### Signal wires by layer, run 1

Scale: 2 px per um. Only two layers are drawn.
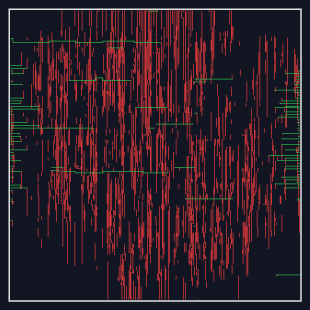
### Pin map, run 1

Scale: 3 px per um. Pins as bars across the die edge, other pins in gray.
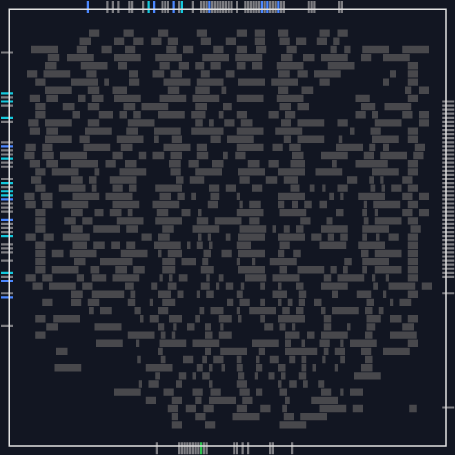
### Placed standard cells, run 1

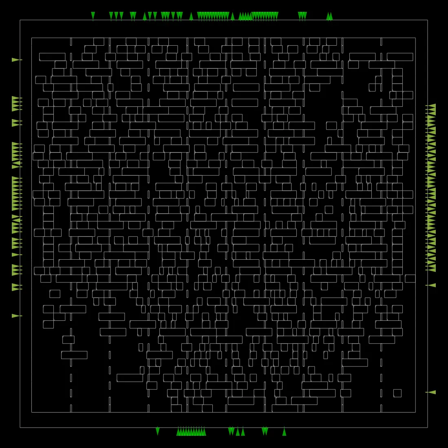
`src/rtl/shape_programmer.sv`:
```
// Head-of-chain controller: turns shape descriptors and clear requests into renderer
// program beats and slots them into the scan generator's blanking cycles.
module shape_programmer #(
  parameter int NUM_SHAPES = 16
) (
  input  logic        clk,
  input  logic        rst_n,
  input  logic        pix_active,
  input  logic [11:0] pix_x,
  input  logic [11:0] pix_y,
  input  logic [11:0] pix_data,
  input  logic        cmd_valid,
  output logic        cmd_ready,
  input  logic [11:0] cmd_index,
  input  logic [11:0] cmd_x,
  input  logic [11:0] cmd_y,
  input  logic [10:0] cmd_w,
  input  logic [11:0] cmd_h,
  input  logic [11:0] cmd_color,
  input  logic        clr_req,
  output logic        program_out,
  output logic [11:0] x_out,
  output logic [11:0] y_out,
  output logic [11:0] data_out,
  output logic        busy,
  output logic        cmd_err
);

  localparam logic [11:0] SHAPE_LIMIT = 12'(NUM_SHAPES);
  localparam logic [11:0] SHAPE_LAST  = 12'(NUM_SHAPES - 1);
  localparam logic [2:0]  BEAT_LAST   = 3'd5;

  typedef enum logic [1:0] {
    ST_IDLE  = 2'd0,
    ST_EMIT  = 2'd1,
    ST_CLEAR = 2'd2
  } state_e;

  state_e      state_q, state_d;
  logic [2:0]  beat_q, beat_d;
  logic [11:0] shape_q, shape_d;
  logic [11:0] idx_q, idx_d;
  logic [11:0] x_q, x_d;
  logic [11:0] y_q, y_d;
  logic [10:0] w_q, w_d;
  logic [11:0] h_q, h_d;
  logic [11:0] color_q, color_d;
  logic        prog_q, prog_d;
  logic [11:0] xo_q, xo_d;
  logic [11:0] yo_q, yo_d;
  logic [11:0] do_q, do_d;
  logic        err_q, err_d;

  // Width is zeroed first and restored last so a shape suspended mid-update never
  // shows a half-written rectangle.
  function automatic logic [11:0] beat_reg(input logic [2:0] b);
    case (b)
      3'd0:    beat_reg = 12'd2;
      3'd1:    beat_reg = 12'd0;
      3'd2:    beat_reg = 12'd1;
      3'd3:    beat_reg = 12'd3;
      3'd4:    beat_reg = 12'd4;
      3'd5:    beat_reg = 12'd2;
      default: beat_reg = 12'd2;
    endcase
  endfunction

  function automatic logic [11:0] beat_val(input logic [2:0]  b,
                                           input logic [11:0] x,
                                           input logic [11:0] y,
                                           input logic [10:0] w,
                                           input logic [11:0] h,
                                           input logic [11:0] c);
    case (b)
      3'd0:    beat_val = 12'd0;
      3'd1:    beat_val = x;
      3'd2:    beat_val = y;
      3'd3:    beat_val = h;
      3'd4:    beat_val = c;
      3'd5:    beat_val = {1'b0, w};
      default: beat_val = 12'd0;
    endcase
  endfunction

  assign cmd_ready   = (state_q == ST_IDLE) && !clr_req;
  assign busy        = (state_q != ST_IDLE);
  assign program_out = prog_q;
  assign x_out       = xo_q;
  assign y_out       = yo_q;
  assign data_out    = do_q;
  assign cmd_err     = err_q;

  // Next-state, counters, descriptor latch and next output beat/pixel.
  always_comb begin
    state_d = state_q;
    beat_d  = beat_q;
    shape_d = shape_q;
    idx_d   = idx_q;
    x_d     = x_q;
    y_d     = y_q;
    w_d     = w_q;
    h_d     = h_q;
    color_d = color_q;
    prog_d  = 1'b0;
    xo_d    = pix_x;
    yo_d    = pix_y;
    do_d    = pix_data;
    err_d   = 1'b0;
    case (state_q)
      ST_IDLE: begin
        if (clr_req) begin
          state_d = ST_CLEAR;
          shape_d = 12'd0;
        end else if (cmd_valid) begin
          if (cmd_index >= SHAPE_LIMIT) begin
            err_d = 1'b1;
          end else begin
            idx_d   = cmd_index;
            x_d     = cmd_x;
            y_d     = cmd_y;
            w_d     = cmd_w;
            h_d     = cmd_h;
            color_d = cmd_color;
            beat_d  = 3'd0;
            state_d = ST_EMIT;
          end
        end else begin
          state_d = ST_IDLE;
        end
      end
      ST_EMIT: begin
        if (!pix_active) begin
          prog_d = 1'b1;
          xo_d   = idx_q;
          yo_d   = beat_reg(beat_q);
          do_d   = beat_val(beat_q, x_q, y_q, w_q, h_q, color_q);
          if (beat_q == BEAT_LAST) begin
            state_d = ST_IDLE;
          end else begin
            beat_d = beat_q + 3'd1;
          end
        end else begin
          beat_d = beat_q;
        end
      end
      ST_CLEAR: begin
        if (!pix_active) begin
          prog_d = 1'b1;
          xo_d   = shape_q;
          yo_d   = 12'd2;
          do_d   = 12'd0;
          if (shape_q == SHAPE_LAST) begin
            state_d = ST_IDLE;
          end else begin
            shape_d = shape_q + 12'd1;
          end
        end else begin
          shape_d = shape_q;
        end
      end
      default: begin
        state_d = ST_IDLE;
      end
    endcase
  end

  // State and registered outputs; reset abandons any partial program.
  always_ff @(posedge clk or negedge rst_n) begin
    if (!rst_n) begin
      state_q <= ST_IDLE;
      beat_q  <= 3'd0;
      shape_q <= 12'd0;
      idx_q   <= 12'd0;
      x_q     <= 12'd0;
      y_q     <= 12'd0;
      w_q     <= 11'd0;
      h_q     <= 12'd0;
      color_q <= 12'd0;
      prog_q  <= 1'b0;
      xo_q    <= 12'd0;
      yo_q    <= 12'd0;
      do_q    <= 12'd0;
      err_q   <= 1'b0;
    end else begin
      state_q <= state_d;
      beat_q  <= beat_d;
      shape_q <= shape_d;
      idx_q   <= idx_d;
      x_q     <= x_d;
      y_q     <= y_d;
      w_q     <= w_d;
      h_q     <= h_d;
      color_q <= color_d;
      prog_q  <= prog_d;
      xo_q    <= xo_d;
      yo_q    <= yo_d;
      do_q    <= do_d;
      err_q   <= err_d;
    end
  end

endmodule

```
`config.mk`:
```
export PLATFORM = sky130hd
export DESIGN_NAME = shape_programmer
export DESIGN_NICKNAME = d
export VERILOG_FILES = /design/src/rtl/shape_programmer.sv
export SDC_FILE = /design/constraint.sdc
export NUM_CORES = 1
export LEC_CHECK = 0
export CELL_PAD_IN_SITES_DETAIL_PLACEMENT = 2
export CELL_PAD_IN_SITES_GLOBAL_PLACEMENT = 2
export CORE_MARGIN = 4
export CORE_UTILIZATION = 29
export CTS_BUF_LIST = sky130_fd_sc_hd__clkbuf_4 sky130_fd_sc_hd__clkbuf_8
export DETAILED_ROUTE_END_ITERATION = 6
export PLACE_DENSITY_LB_ADDON = 0.2
export SLEW_MARGIN = 5
export SYNTH_ARGS = -nofsm -noshare
export SYNTH_HDL_FRONTEND = slang
export SYNTH_SLANG_ARGS = --single-unit
```
`constraint.sdc`:
```
create_clock -name clk -period 5.19 [get_ports clk]
set_input_delay 1.038 -clock clk [delete_from_list [all_inputs] [get_ports clk]]
set_output_delay 1.038 -clock clk [all_outputs]
set_load 0.01 [all_outputs]
```
==> flow_results.org, run 1 <==
* Flow results

** Timing
- Maximum clock rate :: just under 300 MHz
- For this run, the final setup violation count is recorded as 0.
- Clock skew on the completed layout was measured at 15.3 ps.
- Fin Setup TNS :: 0 ps
- After layout, the minimum clock period comes to roughly 3400 ps.
- RSZ-0062 raised after global routing :: false

** Setup path
- Worst R2R End :: shape_q[9]
- Critical path startpoint category :: input port
- Source of the critical timing path :: clr_req
- The worst register-to-register path has a setup slack of 2530 ps.
- The worst register-to-register path begins at state_q[0].
- End point of the critical path :: cmd_ready
- Number of cells on the worst reg-to-reg path :: 6
- Worst endpoint data arrival time :: ~2400 ps

** Cells and area
- The number of multi-input combinational cells in the layout is about 280.
- Leaving out the clock tree, the finished layout contains an inverter count of 10.
- Fin nets :: 716
- Of all the cell area in the finished design, non-clock buffers hold between 20% and 30%.
- Signed area change from the synthesized netlist to the final layout :: 40.3%
- Top cell category :: registers
- Most frequently placed logic cell in the final layout :: sky130_fd_sc_hd__clkdlybuf4s50_1
- Footprint of the multi-input gates :: 0.00214 mm^2
- Per the layout report, the design carries 18 clock buffers.
- The count of cells in the finished layout, fillers not included, comes to around 840.
- Post-route standard cell area excluding fillers :: about 0.0076 mm^2
- Per the layout area report, the register area comes to between 0.003 and 0.004 mm^2.
- Number of ordinary and repair buffers in the finished layout :: 156

** Global route
- Met3 Resource Use GR :: under 10%
- Overflow left after global routing :: 0

** Yosys
- Share of synthesized cell area in and, or, nand and nor gates :: approximately 9.6%
- Mean Syn Cell Area :: 12.2 um^2
- Post-synth mux share :: a little over an eighth
- Yosys cell types :: around 46
- XOR/XNOR Area Share :: 0.321%
- Post-Synth AOI/OAI Area :: between 10% and 20%
- The synthesized netlist devotes 2.30% of its cell area to adder and majority cells.
- Synthesis produced about 450 cells.
- Yosys-reported design area after synthesis :: 0.00545 mm^2
- Counting flops with a built-in enable in the synthesized netlist gives 0.
- Synth Warn # :: 0
- Library cell occupying the most area in the post-synthesis netlist :: sky130_fd_sc_hd__dfrtp_1

** Worst hold path
- Hold Path Class :: reg2reg
- Source of the worst hold timing path :: idx_q[5]
- Count of cells along the worst hold path :: 1

** Pwr
- Group drawing the most power :: registers
- Static Leakage :: roughly 3.4 nW
- Power Total :: around 0.0028 W
- Switching share of power :: between 20% and 30%
- Net load switching power :: around 0.0008 W
- Per report_power, the Clock row totals between 0.001 and 0.0015 W.

** Drt
- Per the detail_route log, the uppermost layer with routed signals is met4.
- Nets still carrying antenna violations after routing amount to 0.
- After detailed routing, the met2 layer carries 9.23 mm of wire.
- Routed wire length on met3 :: 721 um

** Placement
- Placement-stage cell area :: 0.00718 mm^2
- At the placement stage, the worst setup path has a slack of 1740 ps.
- Routability-driven placement finished with a final weighted congestion of ~0.77.

** CTS
- CTS tree :: yes
- Hold repair after CTS inserted 0 buffers.
- Number of buffers inserted by post-CTS setup repair :: 0
- The registers of the reported paths see a clock transition of around 70 ps.
- No sink is reached through more buffers than the 2 on the longest clock path.
- Worst-skew pair later-pin latency :: approximately 450 ps
- Post-CTS repair changed the size of 0 cells.
- Clock H-tree levels :: 4

** Floorplan
- Number of tap instances :: 229
- The overall die size recorded for this design is 0.0210 mm^2.

** Flow run
- Log Warnings :: 31

** Outcome
- The flow ran to the end, and the final reports show no timing, DRC or antenna violations.
-- 'Signal wires by layer' (at the start) --
| color | layer | wire length |
|---|---|---|
| red | metal 2 | 9230 um |
| green | metal 3 | 721 um |
routed wire length: 17.8 mm
via total after detailed routing: 4233
gr usage total: 17.0%
routed wire length per instance: 21.3 um

-- 'Pin map' (at the start) --
| color | port | pins | direction | edge |
|---|---|---|---|---|
| cyan | cmd_w | 11 | input | 9 west, 2 north |
| green | pix_active | 1 | input | south |
| blue | cmd_y | 12 | input | 7 north, 5 west |
all pins by edge: 49 north, 46 east, 38 west, 19 south
Die X-Extent: 145 um
chip height: 145 um
Port Buf Inserts: 151

-- 'Placed standard cells' (at the start) --
number of filler instances in the final layout: 1844
final core occ: 42.0%
floorplan core area: 0.0182 mm^2
Flop Count: 126
fraction of area in registers: 41.2%

==> run 2, diff against run 1 <==
==> constraint.sdc (replaced) <==
create_clock -name clk -period 3.2 [get_ports clk]
set_input_delay 0.64 -clock clk [delete_from_list [all_inputs] [get_ports clk]]
set_output_delay 0.64 -clock clk [all_outputs]
set_load 0.01 [all_outputs]
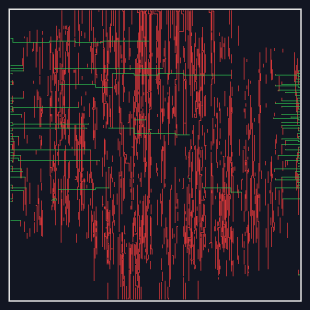
*Signal wires by layer, run 2*
Scale: 2 px per um. Only two layers are drawn.
via total after detailed routing: 4248
routed wire length per instance: 21.3 um
gr usage total: 17.4%

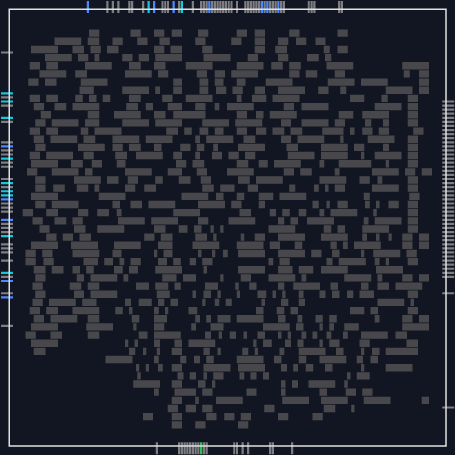
*Pin map, run 2*
Scale: 3 px per um. Pins as bars across the die edge, other pins in gray.
| color | port | pins | direction | edge |
|---|---|---|---|---|
| green | pix_active | 1 | input | south |
| cyan | cmd_w | 11 | input | 9 west, 2 north |
| blue | cmd_y | 12 | input | 7 north, 5 west |
all pins by edge: 49 north, 46 east, 38 west, 19 south

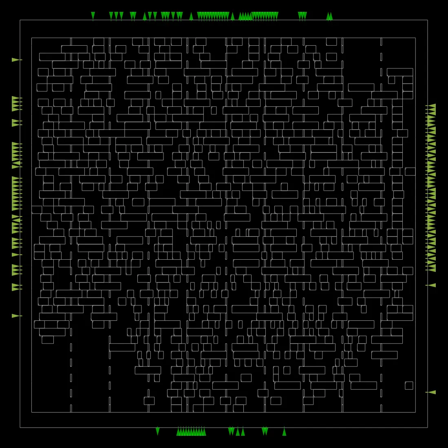
*Placed standard cells, run 2*
number of placement rows: 49
fraction of area in registers: 41.1%

==> run 2 against run 1 <==
  * Sequential power increased by 62%
  * Die size unchanged
  * Final area increased by 0.26%
  * Sequential share of layout area decreased by 0.11 points
  * Final cell count increased by 0.72%
  * Critical path depth increased by 1
  * Non-clock buffer count increased by 7
  * First-iteration DRC count increased by 39%
  * Routed wire length increased by 0.96%
  * Critical endpoint unchanged
  * Largest power group unchanged
  * Highest routed layer unchanged
==> flow_results.org, run 2 <==
* Flow results

** Outcome
- Outcome :: complete, no violations

** Drt
- Per the detail_route log, the uppermost layer with routed signals is met4.
- The count of nets left with antenna violations after detail routing was 0 (unchanged).
- Vias per inst :: roughly 5.0
- Routed wire length on met3 :: 873 um (+21%)
- The first TritonRoute pass finished after 5 iterations.
- The total wirelength of the detailed-routed design came to 18.0 mm (+0.96%).
- Per the detail_route report, DRC violations left total 0.
- Met2 wire length :: 9.28 mm (+0.49%)

** Timing
- The most critical hold endpoint after final layout shows a slack of about 190 ps.
- The worst path meets setup with roughly 450 ps of slack.
- The worst path needs roughly 2800 ps of the cycle, external delays included.
- The number of failing setup endpoints in the final timing report was 0 (unchanged).
- Worst slew margin relative to its limit :: roughly a fifth
- In this build the clock could be raised as far as about 360 MHz.
- Final Max Slew Viols :: 0
- Final worst-path cycle share :: between 80% and 90%
- RSZ-0062 raised after global routing :: false
- The setup total negative slack was 0 ps (unchanged).
- The post-route clock skew came to 10.3 ps (-5.01 ps).
- Looking at the max-slew report, the worst-margin pin has a slew of 1220 ps.

** Setup path
- Nature of the critical path endpoint :: output pin
- The STA report counts the stages on the worst setup path as 4.
- The length in cells of the worst reg-to-reg path came to 6 (unchanged).
- Source of the critical timing path :: state_q[1]
- Maximum single-stage delay on the critical path :: approximately 550 ps
- Max fanout on the critical path was recorded as 10.
- Worst R2R Start :: state_q[0]
- OpenSTA lists the critical path endpoint as cmd_ready.
- Looking at the critical path, the single cell with the biggest stage delay is sky130_fd_sc_hd__clkdlybuf4s50_1.
- The worst setup path is launched from a flop.
- Worst R2R End :: shape_q[9]
- Per the post-run analysis, buffers plus inverters along the critical path come to 2.
- For the worst setup path, the data required time is roughly 2600 ps.
- The reg-to-reg setup timing slack was 610 ps (-1920 ps).
- In this run the critical path is formed by inv_1 > ha_1 > and2b_4 > clkdlybuf4s50_1.
- The worst setup path is of the reg2out kind.
- The worst endpoint data arrival time is 2110 ps (-290 ps).

** Pwr
- In this run the VDD rail shows a maximum IR drop of about 340 uV.
- Comb pwr share :: roughly a quarter
- The clock network power consumption is 0.00148 W (+47%).
- The reported net switching power came to 0.00129 W (+62%).
- Power Total :: 0.00441 W (+57%)
- The leakage power came to 3.45 nW (+0.39%).
- Switching share of power :: 29.3% (+0.86 points)
- Power share of the sequential group :: about two fifths
- Of all power groups, the one with the highest power is registers.
- Per report_power, the Combinational row totals roughly 0.0011 W.
- Power per cell area :: about 580 mW/mm^2
- In this run, the clock network consumes approximately a third of the power.

** Cells and area
- N_diodes :: 1
- Clock network area share :: roughly 5.5%
- The layout report gives the multi-input gate share of total cell area as 28.0%.
- Area of all sequential standard cells :: 0.00315 mm^2 (unchanged)
- The utilization after layout is 42.1% (+0.11 points).
- The post-route standard cell area excluding fillers came to 0.00767 mm^2 (+0.26%).
- The number of nets in the layout is 723 (+0.98%).
- Final Non-Filler Cells :: 844 (+0.72%)
- Most frequently placed logic cell in the final layout :: sky130_fd_sc_hd__clkdlybuf4s50_1
- The count of sequential standard cells is 126 (unchanged).
- From synthesis to final layout, the design area changed by 40.7%.
- The layout summary lists the proportion of cells stronger than drive strength 1 as between 10 and 15%.
- Non-clock buffers, area share :: 21.2% (+0.80 points)
- The inverter count of the layout excluding clock inverters was 10 (unchanged).
- Top cell category :: registers
- The number of clock buffers in the layout was 19 (+1).
- Number of ordinary and repair buffers in the finished layout :: 163 (+4.5%)
- The multi-input logic cell count came to 283 (unchanged).
- Number of filler instances in the final layout :: 1849 (+0.27%)
- Footprint of the multi-input gates :: 0.00214 mm^2 (unchanged)

** CTS
- The post-CTS repair timing setup buffer count came to 0 (unchanged).
- Clk sink count :: 126
- The cts-stage hold buffer count is 0 (unchanged).
- Buffer levels on the longest clock path :: 2 (unchanged)
- Number of resized instances in the post-cts repair step :: 0 (unchanged)
- The maximum level of the CTS H-tree is 4 (unchanged).
- CTS placed an instance of sky130_fd_sc_hd__clkbuf_8 at the clock tree root.
- Inserted Clock Buffers :: 17
- The clock network latency to the later pin of the worst-skew pair was 440 ps (about the same).
- CTS tree :: yes
- The clock transition at the register clock pins on the worst setup and hold paths after CTS came to 80 ps (about the same).

** Global route
- Overflow left after global routing :: 0 (unchanged)
- Looking at the global route congestion table, the highest-usage layer is met2.
- Pin count of the biggest net entering global routing :: roughly 77
- Met3 Resource Use GR :: 4.96% (+0.69 points)
- Wire length of the first global-routing pass :: 28.8 mm
- On met2, the global router reports a usage of ~30%.

** Floorplan
- Chip height :: 145 um (unchanged)
- The core region area came to 0.0182 mm^2 (unchanged).
- Die X-Extent :: 145 um (unchanged)
- Starting density of the core :: between 20% and 30%
- Total die area :: 0.0210 mm^2 (unchanged)
- Number of tap instances :: 229 (unchanged)

** Yosys
- Yosys cell types :: 46 (unchanged)
- The synthesis report names the predominant flop master as sky130_fd_sc_hd__dfrtp_1.
- Post-Synthesis Cell Area :: ~0.0054 mm^2
- Synth Instances :: 446 (unchanged)
- Post-synth mux share :: 13.6% (unchanged)
- In this run, synthesis produced a sequential element count of 126.
- Mean Syn Cell Area :: 12.2 um^2 (unchanged)
- By area the synthesized netlist is led by sky130_fd_sc_hd__dfrtp_1 58%, sky130_fd_sc_hd__mux2_1 9.5%, sky130_fd_sc_hd__mux2_2 3.5%, sky130_fd_sc_hd__a22oi_1 3.2%, sky130_fd_sc_hd__o21ai_0 2.9%.
- Synth Warn # :: 0 (unchanged)
- Of all cell types, the one taking the most synthesized area is sky130_fd_sc_hd__dfrtp_1.
- The area fraction in full adders, half adders and majority gates came to 2.30% (unchanged).
- The number of nets handed over by synthesis was 568.
- Number of enable-type register cells in the synthesized netlist :: 0 (unchanged)
- Dominant cell by count in the synthesized netlist :: sky130_fd_sc_hd__dfrtp_1
- The Yosys chip area came to 0.00545 mm^2 (unchanged).
- Cells in synth_stat.txt :: about 450
- The top cell type by area accounts for 57.9% of the synthesized area.
- The area fraction in compound gates after synthesis came to 13.5% (unchanged).
- The post-synthesis share of cell area spent on and, or, nand and nor gates is 9.62% (unchanged).
- Sequential element share of the synthesized area :: 57.9%
- The xor and xnor fraction of the mapped netlist area is 0.321% (unchanged).

** Flow run
- Log Warnings :: 31 (unchanged)

** Placement
- Minimum setup slack after placement :: 537 ps (-1210 ps)
- The last weighted congestion value of the routability-driven placer came to 0.789 (+2.5%).
- Per the placement report, the placed cell count is ~810.
- Placed wire-length estimate after detailed placement :: around 13 mm
- Port Buf Inserts :: 151 (unchanged)
- The cell area reported after detailed placement came to 0.00724 mm^2 (+0.91%).

** Worst hold path
- The worst hold path belongs to the class in2async.
==> run 3, diff against run 2 <==
--- a/config.mk
+++ b/config.mk
@@ -7,11 +7,12 @@
 export LEC_CHECK = 0
 export CELL_PAD_IN_SITES_DETAIL_PLACEMENT = 2
 export CELL_PAD_IN_SITES_GLOBAL_PLACEMENT = 2
-export CORE_MARGIN = 4
+export CORE_MARGIN = 5
 export CORE_UTILIZATION = 29
 export CTS_BUF_LIST = sky130_fd_sc_hd__clkbuf_4 sky130_fd_sc_hd__clkbuf_8
 export DETAILED_ROUTE_END_ITERATION = 6
 export PLACE_DENSITY_LB_ADDON = 0.2
+export REMOVE_ABC_BUFFERS = 1
 export SLEW_MARGIN = 5
 export SYNTH_ARGS = -nofsm -noshare
 export SYNTH_HDL_FRONTEND = slang
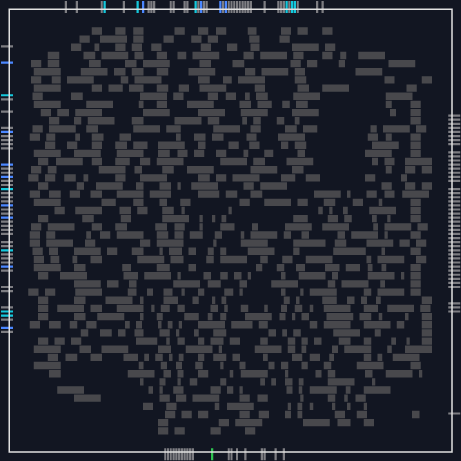
*Pin map, run 3*
Scale: 3 px per um. Pins as bars across the die edge, other pins in gray.
| color | port | pins | direction | edge |
|---|---|---|---|---|
| blue | cmd_y | 12 | input | 8 west, 4 north |
| green | pix_active | 1 | input | south |
| cyan | cmd_w | 11 | input | 6 north, 5 west |
chip height: 147 um
Die X-Extent: 147 um

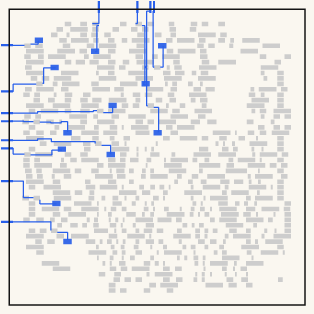
*Wires at chosen ports, followed through buffers, run 3*
Scale: 2 px per um.
| color | port | bits | direction | edge | end cells | buffers | wire |
|---|---|---|---|---|---|---|---|
| blue | cmd_y | 12 | input | 8 west, 4 north | 12 | 12 | 442 um |
Top-Level Pins: 152

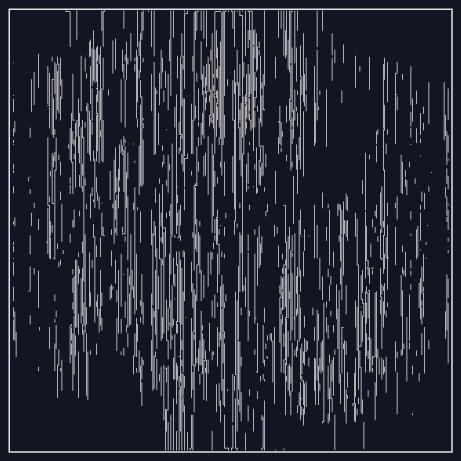
*M2 wires, run 3*
Scale: 3 px per um.
main direction: vertical
share of all routed wire: 51%
longest straight run: 54.4 um
wire length on this layer: 9410 um
via total after detailed routing: 4340
routed wire length: 18.3 mm

==> run 3 against run 2 <==
  * Synthesized cell count stayed put
  * Sequential cell count stayed put
  * Final area is 0.91% higher
  * Via count is 2.2% higher
  * First-iteration DRC count is 9.5% lower
  * Global-route usage is 0.13 points lower
==> flow_results.org, run 3 <==
* Flow results

** Cells and area
- The buffering overhead came to 21.9% (+0.71 points).
- Footprint of the multi-input gates :: 0.00214 mm^2 (unchanged)
- The inverter count of the layout excluding clock inverters is 10 (unchanged).
- Clock network area share :: 5.32% (-0.16 points)
- Area of all sequential standard cells :: 0.00315 mm^2 (unchanged)
- Most frequently placed logic cell in the final layout :: sky130_fd_sc_hd__clkdlybuf4s50_1
- Fin nets :: 729 (+0.83%)
- Multi-In Gates :: 283 (unchanged)
- Clock buffer instance count of the final layout :: 20 (+1)
- Final Non-Filler Cells :: 856 (+1.4%)
- Number of ordinary and repair buffers in the finished layout :: 169 (+3.7%)
- The flow measured a signed area growth from synthesis to layout of 42.0%.

** Timing
- Final worst-path cycle share :: 86.1% (about the same)
- Fin Setup TNS :: 0 ps (unchanged)
- Slew at the pin closest to its max-slew limit :: 1130 ps (-86.9 ps)
- The headroom to the max-slew limit was 24.4% (+5.8 points).
- Setup repair after global routing left no endpoint under its margin.
- Maximum clock rate :: 363 MHz (about the same)
- The final-layout worst hold slack is 56.6 ps (-135 ps).

** CTS
- Inserted Clock Buffers :: 17 (unchanged)
- Clock H-tree levels :: 4 (unchanged)
- The post-CTS repair timing setup buffer count came to 0 (unchanged).
- Clk sink count :: 126 (unchanged)
- Number of resized instances in the post-cts repair step :: 0 (unchanged)

** Global route
- Pin count of the biggest net entering global routing :: 57 (-26%)
- Overflow left after global routing :: 0 (unchanged)
- Looking at the global route congestion table, the highest-usage layer is met2.

** Floorplan
- Number of placement rows :: 50 (+2.0%)
- Floorplan core area :: 0.0186 mm^2 (+2.0%)
- Total die area :: 0.0216 mm^2 (+2.8%)

** Yosys
- The number of enable flip-flop cells came to 0 (unchanged).
- The total cells reported by yosys after synthesis was 446 (unchanged).
- Dominant cell by count in the synthesized netlist :: sky130_fd_sc_hd__dfrtp_1
- The total of flip-flops plus latches after synthesis was 126 (unchanged).
- Synth Warn # :: 0 (unchanged)
- The xor and xnor fraction of the mapped netlist area is 0.321% (unchanged).
- Biggest area cells :: sky130_fd_sc_hd__dfrtp_1 58%, sky130_fd_sc_hd__mux2_1 9.5%, sky130_fd_sc_hd__mux2_2 3.5%, sky130_fd_sc_hd__a22oi_1 3.2%, sky130_fd_sc_hd__o21ai_0 2.9%
- Mean Syn Cell Area :: 12.2 um^2 (unchanged)
- The fraction of post-synthesis cell area in the top cell type by area was 57.9% (unchanged).
- Most common reg cell :: sky130_fd_sc_hd__dfrtp_1
- Post-synth mux share :: 13.6% (unchanged)

** Setup path
- R2r setup slk :: 710 ps (+100 ps)
- Max stage delay cell, worst path :: sky130_fd_sc_hd__clkdlybuf4s50_1
- Critical path start-end classification :: reg2out
- STA classifies the critical path endpoint as an output pin.
- Bufs and invs on worst path :: 2 (unchanged)
- Critical-path maximum fanout :: 10 (unchanged)
- Critical path startpoint category :: flop
- The largest stage delay on the critical path came to 550 ps (about the same).
- Logic depth of the worst path, buffers included :: 4 (unchanged)

** Outcome
- The flow ran to the end, and the final reports show no timing, DRC or antenna violations.

** Placement
- The instance count after placement with tap cells included was 822 (+1.4%).
- The tally of buffers added on design ports was 151 (unchanged).
- Minimum setup slack after placement :: 394 ps (-143 ps)

** Drt
- The detailed-route wire length per cell was 21.4 um (+0.13%).
- The iteration count of the initial detailed-routing pass came to 7 (+2).
- The count of nets left with antenna violations after detail routing was 0 (unchanged).
- Vias per inst :: 5.07 (+0.73%)

** Worst hold path
- The path class of the tightest hold or removal check is in2async.

** Pwr
- The sum of internal, switching and leakage power was 0.00439 W (-0.41%).
- Net load switching power :: 0.00131 W (+1.5%)
- Max IR drop VDD :: 250 uV (-25%)
- The clock network power share is 33.0% (-0.6 points).
- The combinational power came to 0.00110 W (about the same).
Power and IR drop assume default switching activity.
